<file path="config.mk">
export PLATFORM = sky130hd
export DESIGN_NAME = fdiv_iter_flat
export DESIGN_NICKNAME = d
export VERILOG_FILES = /design/src/rtl/fdiv_iter_if.sv /design/src/rtl/fdiv_iter.sv /design/src/flat_wrapper.sv
export SDC_FILE = /design/constraint.sdc
export NUM_CORES = 1
export LEC_CHECK = 0
export ABC_CLOCK_PERIOD_IN_PS = 6340
export CAP_MARGIN = 5
export CORE_ASPECT_RATIO = 0.7
export CORE_MARGIN = 4
export CORE_UTILIZATION = 30
export DETAILED_ROUTE_END_ITERATION = 6
export PLACE_DENSITY = 0.47
export SETUP_SLACK_MARGIN = 0.2
export SLEW_MARGIN = 10
export SYNTH_ARGS = -nofsm -noshare
export SYNTH_HDL_FRONTEND = slang
export SYNTH_SLANG_ARGS = --single-unit
</file>
<file path="constraint.sdc">
create_clock -name clk -period 6.34 [get_ports clk]
set_clock_uncertainty 0.15 [all_clocks]
set_input_delay 0.951 -clock clk [delete_from_list [all_inputs] [get_ports clk]]
set_output_delay 0.951 -clock clk [all_outputs]
set_load 0.005 [all_outputs]
</file>
<file path="src/rtl/fdiv_iter_if.sv">
// Operand/result handshake bundle for the iterative single-precision divider.
// master = FPU dispatcher side, slave = divider side.
interface fdiv_iter_if;
   logic [31:0] x1;
   logic [31:0] x2;
   logic        in_valid;
   logic        in_ready;
   logic [31:0] y;
   logic        ovf;
   logic        out_valid;
   logic        out_ready;

   modport master (
      output x1, x2, in_valid, out_ready,
      input  in_ready, y, ovf, out_valid
   );

   modport slave (
      input  x1, x2, in_valid, out_ready,
      output in_ready, y, ovf, out_valid
   );
endinterface

</file>
<file path="src/rtl/fdiv_iter.sv">
// Iterative truncating FP32 divider y = x1/x2, restoring mantissa division, one op in flight.
// Result valid 25/BITS_PER_CYCLE+2 cycles after accept; held in DONE until out_ready, input stalled meanwhile.
module fdiv_iter #(
   parameter int BITS_PER_CYCLE = 1
) (
   input  logic        clk,
   input  logic        rst,
   fdiv_iter_if.slave  bus
);
   localparam int NSTEP = 25 / BITS_PER_CYCLE;
   localparam int CW    = (NSTEP > 1) ? $clog2(NSTEP) : 1;

   typedef enum logic [1:0] {IDLE, CALC, NORM, DONE} state_t;

   state_t             state;
   logic               sign;
   logic [7:0]         e1;
   logic [7:0]         e2;
   logic [24:0]        rem;
   logic [24:0]        rem_nx;
   logic [23:0]        dvs;
   logic [24:0]        q;
   logic [24:0]        q_nx;
   logic [CW-1:0]      cnt;
   logic [31:0]        y_r;
   logic [31:0]        y_nx;
   logic               ovf_r;
   logic               ovf_nx;
   logic               vld_r;
   logic [22:0]        mant;
   logic signed [9:0]  ye0;

   assign bus.in_ready  = (state == IDLE) & ~rst;
   assign bus.y         = y_r;
   assign bus.ovf       = ovf_r;
   assign bus.out_valid = vld_r;

   // rem stays below 2*dvs, so 25 bits hold it across the shift
   always_comb begin
      rem_nx = rem;
      q_nx   = q;
      for (int i = 0; i < BITS_PER_CYCLE; i++) begin
         if (rem_nx >= {1'b0, dvs}) begin
            rem_nx = rem_nx - {1'b0, dvs};
            q_nx   = {q_nx[23:0], 1'b1};
         end else begin
            q_nx   = {q_nx[23:0], 1'b0};
         end
         rem_nx = {rem_nx[23:0], 1'b0};
      end
   end

   always_comb begin
      mant   = q[24] ? q[23:1] : q[22:0];
      ye0    = $signed({2'b00, e1}) - $signed({2'b00, e2}) + 10'sd127
               - $signed({9'd0, ~q[24]});
      y_nx   = {sign, ye0[7:0], mant};
      ovf_nx = 1'b0;
      if (e1 == 8'h00) begin
         y_nx = {sign, 31'b0};
      end else if (e2 == 8'hFF) begin
         y_nx = {sign, 31'b0};
      end else if (e1 == 8'hFF) begin
         y_nx = {sign, 8'hFF, 23'b0};
      end else if (e2 == 8'h00) begin
         y_nx = {sign, 8'hFF, 23'b0};
      end else if (ye0 >= 10'sd255) begin
         y_nx   = {sign, 8'hFF, 23'b0};
         ovf_nx = 1'b1;
      end else if (ye0 <= 10'sd0) begin
         y_nx = {sign, 31'b0};
      end
   end

   always_ff @(posedge clk or posedge rst) begin
      if (rst) begin
         state <= IDLE;
         sign  <= 1'b0;
         e1    <= '0;
         e2    <= '0;
         rem   <= '0;
         dvs   <= '0;
         q     <= '0;
         cnt   <= '0;
         y_r   <= '0;
         ovf_r <= 1'b0;
         vld_r <= 1'b0;
      end else begin
         case (state)
            IDLE: begin
               if (bus.in_valid) begin
                  sign  <= bus.x1[31] ^ bus.x2[31];
                  e1    <= bus.x1[30:23];
                  e2    <= bus.x2[30:23];
                  rem   <= {2'b01, bus.x1[22:0]};
                  dvs   <= {1'b1, bus.x2[22:0]};
                  q     <= '0;
                  cnt   <= '0;
                  state <= CALC;
               end
            end
            CALC: begin
               rem <= rem_nx;
               q   <= q_nx;
               if (cnt == CW'(NSTEP - 1)) begin
                  cnt   <= '0;
                  state <= NORM;
               end else begin
                  cnt <= cnt + 1'b1;
               end
            end
            NORM: begin
               y_r   <= y_nx;
               ovf_r <= ovf_nx;
               vld_r <= 1'b1;
               state <= DONE;
            end
            DONE: begin
               if (bus.out_ready) begin
                  vld_r <= 1'b0;
                  state <= IDLE;
               end
            end
            default: state <= IDLE;
         endcase
      end
   end
endmodule
</file>
<file path="src/flat_wrapper.sv">
// flat-port wrapper written by rule: the top's interface ports become plain ports
module fdiv_iter_flat 
#(
   parameter int BITS_PER_CYCLE = 1
)
  (clk, rst, bus_x1, bus_x2, bus_in_valid, bus_out_ready, bus_in_ready, bus_y, bus_ovf, bus_out_valid);
  fdiv_iter_if bus_i ();
  input  logic clk;
  input  logic rst;
  input wire logic [$bits(bus_i.x1)-1:0] bus_x1;
  input wire logic [$bits(bus_i.x2)-1:0] bus_x2;
  input wire logic [$bits(bus_i.in_valid)-1:0] bus_in_valid;
  input wire logic [$bits(bus_i.out_ready)-1:0] bus_out_ready;
  output wire logic [$bits(bus_i.in_ready)-1:0] bus_in_ready;
  output wire logic [$bits(bus_i.y)-1:0] bus_y;
  output wire logic [$bits(bus_i.ovf)-1:0] bus_ovf;
  output wire logic [$bits(bus_i.out_valid)-1:0] bus_out_valid;
  assign bus_i.x1 = bus_x1;
  assign bus_i.x2 = bus_x2;
  assign bus_i.in_valid = bus_in_valid;
  assign bus_i.out_ready = bus_out_ready;
  assign bus_in_ready = bus_i.in_ready;
  assign bus_y = bus_i.y;
  assign bus_ovf = bus_i.ovf;
  assign bus_out_valid = bus_i.out_valid;
  fdiv_iter #(.BITS_PER_CYCLE(BITS_PER_CYCLE)) u_core (.clk(clk), .rst(rst), .bus(bus_i));
endmodule
</file>
==> notes.md <==
fresh numbers from the pnr run: actual slew at the worst max-slew pin about 1200 ps, grt ovf 0, Cell Type Count 62, syn nets approximately 960, drt wl/cell 16.4 um, Vias approximately 6400, vias in the first global route about 6400, Root Buffer clkbuf_16, Hold WC Path Type reg2reg, most common logic cells in the final layout dfrtp_1, clkdlybuf4s50_1, inv_1, PostCTS Resize Cnt 0, Starting Density a little under a third, Sink Count ~130, TNS Setup 0 ps, Die X around 200 um, minimum clock period around 4800 ps, CP Capture Type flip-flop, placed cell area between 9000 and 10000 um^2, crit start category flip-flop, Util after Layout roughly two fifths, GRT busiest layer met1, syn_area_per_cell ~9.6 um^2, clock buffer depth 2, Rel. slew slack a little under a quarter, RSZ-0062 raised after global routing false, f_max around 210 MHz, Vias/cell ~5, Netlist Area Pre-Place just over 8000 um^2, cell total in the yosys stat output about 840, clock slew seen by the registers of the worst setup and hold paths about 70 ps, Std-Cell Rows about 49, Data arrival, critical path between 4000 and 5000 ps, synthesis area per yosys between 8000 and 9000 um^2, smallest hold slack 313 ps, fraction of layout cells with a size suffix above 1 a little under an eighth, crit-path max FO 23, GRT Total Usage 14.6%, Commonest flop dfrtp_1, CTS Buf Count 17, dpl hpwl 15000 um, count of final setup violators 0, chip height 145 um, Crit path required time between 6000 and 7000 ps, initial antenna violation count 1, Area Overhead vs Synth 25.7%, Non-Filler Cell Area, Final slightly above 10000 um^2, DRT Wirelength ~21000 um, PortBufs ~100, H-tree depth 4, post-route ant nets 0, placeable core area ~26000 um^2, met3 track demand over resource ~3.3%, Chip Area ~30000 um^2, gpl congestion about 0.79, met1 usage in global routing between 20% and 30%, DRT Pass-1 Iters 5, final net count about 1100, drc violations 0, maxcap violations 0, largest net degree at the start of global routing between 70 and 80, Iter 0 DRT Violations ~350, Synth Seq Share approximately two fifths, Commonest Layout Cell dfrtp_1, clk ins delay skew pair roughly 430 ps, # diodes 0, GR Layer Usage met2 a little over a fifth, Tcrit/Tclk final between 70% and 80%, global-route wire length before repair about 35000 um, CTS tree done, run status finished clean, total of warnings raised by yosys 0, hold buffer count at CTS 0, post-CTS setup buffer count 0, WS Path Type reg2reg, Post-synth EDFFs 0, Mapped Cells 843, num ports ~100, Hold Vio Cnt, Final 0, stage-log warning count 30, Synthesized registers ~130, Synth async-reset ratio 100%, max-slew violations 0
==> registers in the layout, indices dropped and copies added (netlist names) <==
| signal | cells |
|---|---|
| u_core.bus.y | 32 |
| u_core.rem | 25 |
| u_core.cnt | 5 |
| u_core.e2 | 8 |
| u_core.e1 | 8 |
| u_core.bus.ovf | 1 |
| u_core.sign | 1 |
| u_core.q | 25 |
| u_core.dvs | 24 |
| u_core.state | 2 |
| u_core.bus.out_valid | 1 |
==> kinds of logic after synthesis <==
kind of cell / after synthesis / share of synthesized area, %
simple gates: 220 / 12.8
compound gates: 210 / 18.9
flops: 132 / 41.0
buf+inv: 127 / 6.19
mux: 76 / 10.1
fa+ha+maj: 49 / 7.88
xor+xnor: 29 / 3.15
==> cell type report <==
type                       count  area (um^2)
clock inverter                13          220
multi-input combinational    584         4280
timing repair buffer         112         1100
inverter                      90          343
sequential                   132         3300
clock buffer                  19          443
fill                        2657        15900
tap                          357          447
==> through the flow <==
step,cells,worst slack (ps)
after floorplan,843,1710
after detailed placement,1275,1600
final,1307,1580
after global placement,1275,1710
after global routing,1307,1190
after CTS,1307,1560
==> path summary, 6_finish.rpt <==
check,startpoint,to,slack (ps),cells past startpoint
min,u_core.dvs[23],u_core.dvs[23],310,2
min reg2reg,u_core.dvs[23],u_core.dvs[23],310,2
max,u_core.e1[0],u_core.bus.y[20],1580,17
max reg2reg,u_core.e1[0],u_core.bus.y[20],1580,17
min in group asynchronous,rst,u_core.cnt[4],910,2
max in group asynchronous,rst,u_core.bus.y[9],3940,3
==> cell usage after synthesis, types with 20 or more instances <==
cell      instances  area (um^2)
nor2_1           33          124
dfrtp_1         132         3300
inv_1            90          338
mux2_2           40          450
nand2_1          86          323
o22ai_2          20          250
clkbuf_1         27          101
a21oi_1          45          225
o21ai_0          36          180
ha_1             46          576
mux2i_1          36          360
nand3_1          38          190
==> metal layers <==
| layer | share of wire, % | vias to the layer above |
|---|---|---|
| met5 | 0 | - |
| met4 | 0.63 | 0 |
| met3 | 3.9 | 7 |
| met2 | 43 | 95 |
| met1 | 53 | 3061 |
| li1 | - | 3196 |
==> worst max-delay path, cell delays in order, from the launching register on <==
cell and delay [ps]:
dfrtp_1 410, inv_1 70, ha_1 130, inv_1 60
fa_1 390, a21oi_1 210, o21bai_1 120, or2_2 290
xnor2_1 210, inv_1 70, ha_1 330, o21a_1 150
nor2b_1 140, a311o_1 340, o21a_1 130, o22ai_1 260
a2111o_1 930, o22ai_1 200
Fig. 1: placement density heat map
The die is cut into 20 by 15 equal tiles; black is low, pale yellow is high, 0 to 100% covered.
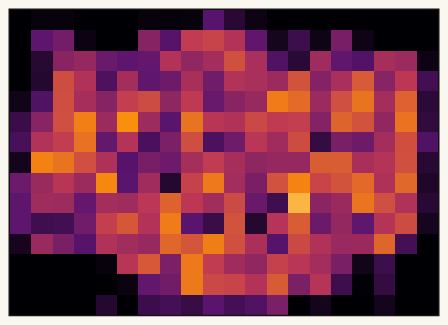
emptiest ninth of the die: bottom left
fullest tile: 84%
nearly empty tiles: 16%
mean over tiles: 33%

Fig. 2: gate families picked out
Bar = 50 um.
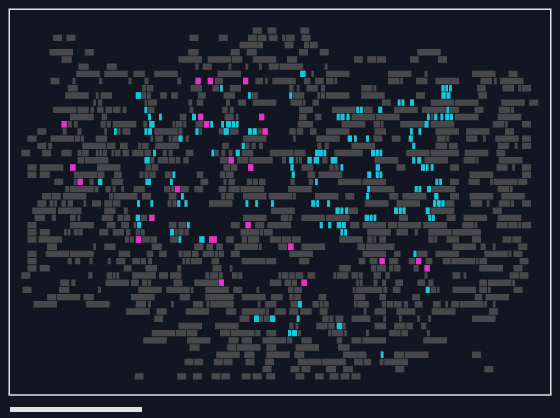
[magenta] AND and OR gates | cells: 23
[cyan] NAND gates | cells: 138

Fig. 3: cell outlines without signal wires
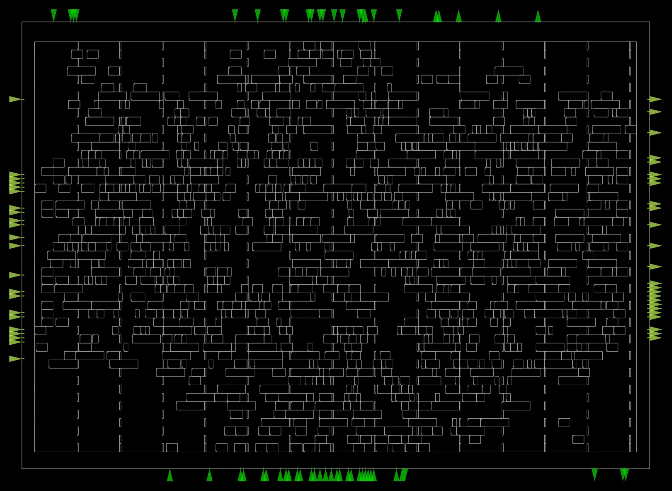
filler cell count: 2657
seq_cells: 132

Fig. 4: I/O nets highlighted
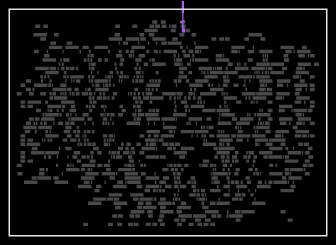
[purple] bus_in_ready | bits: 1 | direction: output | edge: top | end cells: 1 | buffers: 1 | wire: 16.1 um

